==> config.mk <==
export PLATFORM = sky130hd
export DESIGN_NAME = operand_loader
export DESIGN_NICKNAME = d
export VERILOG_FILES = /design/src/rtl/operand_pkg.sv /design/src/rtl/operand_idle_timer.sv /design/src/rtl/operand_loader.sv
export SDC_FILE = /design/constraint.sdc
export NUM_CORES = 1
export LEC_CHECK = 0
export ABC_AREA = 0
export ABC_CLOCK_PERIOD_IN_PS = 1300
export CAP_MARGIN = 20
export CORE_UTILIZATION = 44
export DETAILED_ROUTE_END_ITERATION = 12
export GPL_ROUTABILITY_DRIVEN = 0
export PLACE_DENSITY = 0.84
export SLEW_MARGIN = 40
export SYNTH_ARGS = -nofsm -noshare
export SYNTH_HDL_FRONTEND = slang
export SYNTH_SLANG_ARGS = --single-unit
==> constraint.sdc <==
create_clock -name i_clk -period 1.3 [get_ports i_clk]
set_input_delay 0.39 -clock i_clk [delete_from_list [all_inputs] [get_ports i_clk]]
set_output_delay 0.39 -clock i_clk [all_outputs]
set_load 0.02 [all_outputs]
### Register map, names as in the netlist

The bar under the picture is 20 um long. Other sequential cells in the stronger grey, the rest of the logic in the fainter grey.
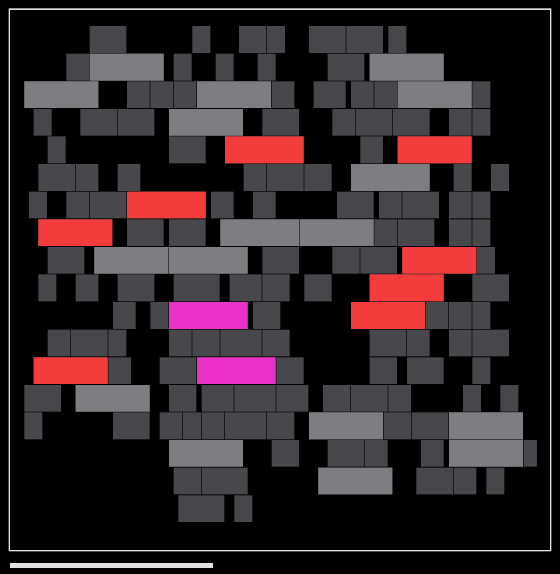
name in the netlist	colour	placed flops
state_q	magenta	2
o_p0	red	8
Final Util: 0.610
Seq area share: 0.363

### Placed cells, one colour a class

Fill, decap, tap and diode cells in grey.
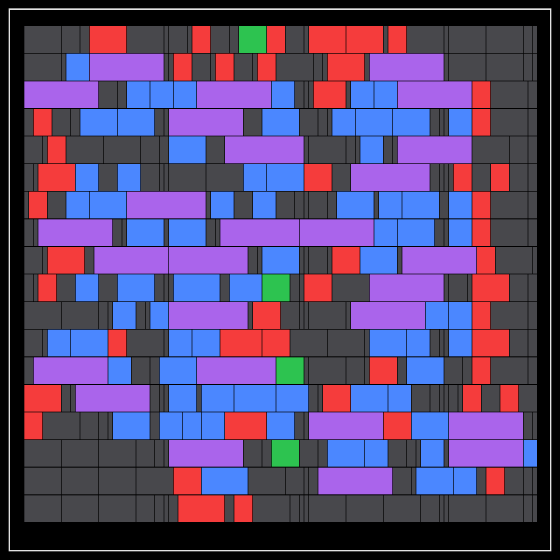
class	colour	cells	share of their area
remaining logic cells	blue	72	39%
remaining buffers and delay cells	red	47	22%
clock drivers and dummy loads	green	4	2.0%
registers	purple	27	37%
fin area: 1510 um2
row cnt: 18
Core ar.: 2480 um2

### Metal layers overlaid

The bar under the picture is 20 um long. Two of the layers only.
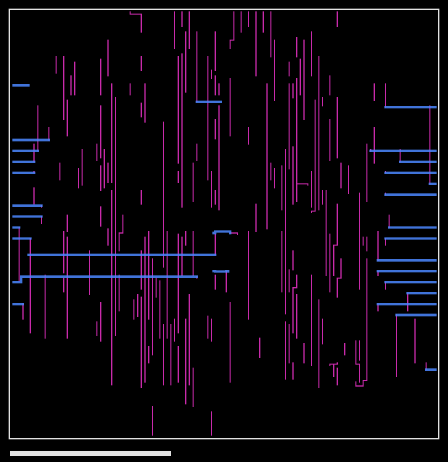
layer	colour	wire length
M3	blue	160 um
M2	magenta	976 um
WL/cell: 12.3 um
Via Count: 857
WL final: 2220 um

==> reports/metrics.cfg <==
[run_status]
status = complete, but fails checks
violations = negative setup slack

[floorplanning]
initCoreUtil = 0.466
tapCellCount = 30
die-area_um2 = 2830
die_h_um = 53.2
ios = 39
die_x_um = 53.2

[clocking]
clkSinkCount = 27
ctsResizeCount = 111
clk_latency_ps = 340
post-cts-setup-buffer-count = 0
clk_transition_reported_paths_ps = 160
cts-root-buf = clkbuf_4
hold_buffers = 0
cts_tree = built
numCtsBuffers = 3
h-tree-depth = 1
cts_buffer_depth = 2

[pwr]
leakage_nw = 0.737
power_mw = 1.55
vdd_drop_max_v = 0.000714
power_frac_clock = 0.247
seq_power_share = 0.571
powerClk_mw = 0.384
combPwrFrac = 0.182
p_sw_frac = 0.274
top_power_group = registers
power.internal_mw = 1.13
powerDensity_nw_per_um2 = 1030
powerSeq_mw = 0.886
combinationalPower_mw = 0.282
p_sw_mw = 0.426

[timing]
timing.final.crit_share = 1.03
drv_slew = 0
setup_viol = 1
fmax_mhz = 743
rsz0062_at_grt = true
hold_viol_final = 0
tns_ps = -45.1
finalHoldWorstSlack_ps = 482
clock_skew_ps = 8.07
fin_ws_ps = -45.1
fin_crit_ps = 1350

[synth]
yosys_area_um2 = 1150
ys.flops = 27
yosys.cell_types.count = 16
synth-seq-area-share = 0.468
topCellsByArea = dfxtp_1 (47%), mux2i_1 (21%), nand2b_1 (19%), buf_6 (2.0%), nand3b_1 (2.0%)
netlist_instances = 108
top_area_cell = dfxtp_1
fp_nets = 120
top_area_frac = 0.468
ys_warn_count = 0
synth_area_per_cell_um2 = 10.7
synth_area_um2 = 1150
yosys_cells = 108

[placement]
dp.final_hpwl_um = 1570
placedCellCount = 176
post-place-ws_ps = -697
io_buffers = 37
place_area_um2 = 1580

[finish]
flops = 27
lay_top_cells = nand2b_1 (35), buf_2 (25), mux2i_1 (24)
nNetsFinal = 163
seqCellArea_um2 = 549
comb_share = 0.376
nonClkBufAreaFrac = 0.216
dominant_cells = multi-input combinational cells
logic_gates = 72
drive_gt1_frac = 0.353
diodes = 0
nClkBuffers = 3
instances_no_fill = 180
non_clock_inverter_count = 0
lay_top_count = nand2b_1
n_all_buffers = 47
fill_cells = 224
synthToLayoutAreaGrowth_pct = 30.9
mi_logic_area_um2 = 568
clkCellAreaFrac = 0.0199

[global_routing]
grt_pass1_wl_um = 3350
antenna_found_initial = 0
grt_pass1_vias = 756
grt.total_usage = 0.168
grt_max_degree = 36
grt.overflow.total = 0

[flow_run]
maxCapViolations = 0
warnings = 28

[critical_path]
slowest_stage = dfxtp_2
critPathRequiredTime_ps = 910
cp-start-kind = flip-flop
critPathKind = reg2out
crit_chain = a21oi_2 > buf_6
path_delay_family = flip-flops
crit_cells = 2
cp_max_fo = 2
crit_buf_inv = 1
reg2reg_slack_ps = 90
max_stage_delay_ps = 350
rr_worst_depth = 3
arrival_ps = 960
endpoint_kind = output port

[worst_hold_path]
hold_class = reg2reg
worstHoldPathCells = 2

[routing]
first_pass_iters = 4
vias_per_cell = 4.76
drc = 0
final_antenna_net_count = 0
drt_iter0_drc = 7

[cell usage after synthesis]
cell	n
dfxtp_1	27
buf_4	2
and3b_1	1
a31oi_1	1
mux2i_1	24
or3b_1	1
clkbuf_1	3
nor3b_2	1
nand2b_1	35
a21bo_2	1
a21oi_1	3
buf_6	2
conb_1	1
nand3b_1	3
buf_2	2
or3b_2	1
[kinds of logic after synthesis]
family,after synthesis,synth area share
AND-OR/OR-AND,5,0.0271
buffers and inverters,9,0.0509
flip-flops,27,0.468
other,1,0.00325
multiplexers,24,0.208
AND/OR/NAND/NOR,42,0.243
[metal layers]
layer	GRT usage	share of wire	up-vias
met1	0.209	0.47	386
met3	0.0402	0.072	5
li1	-	-	437
met4	0.110	0.019	0
met2	0.256	0.44	29
met5	0	0	-
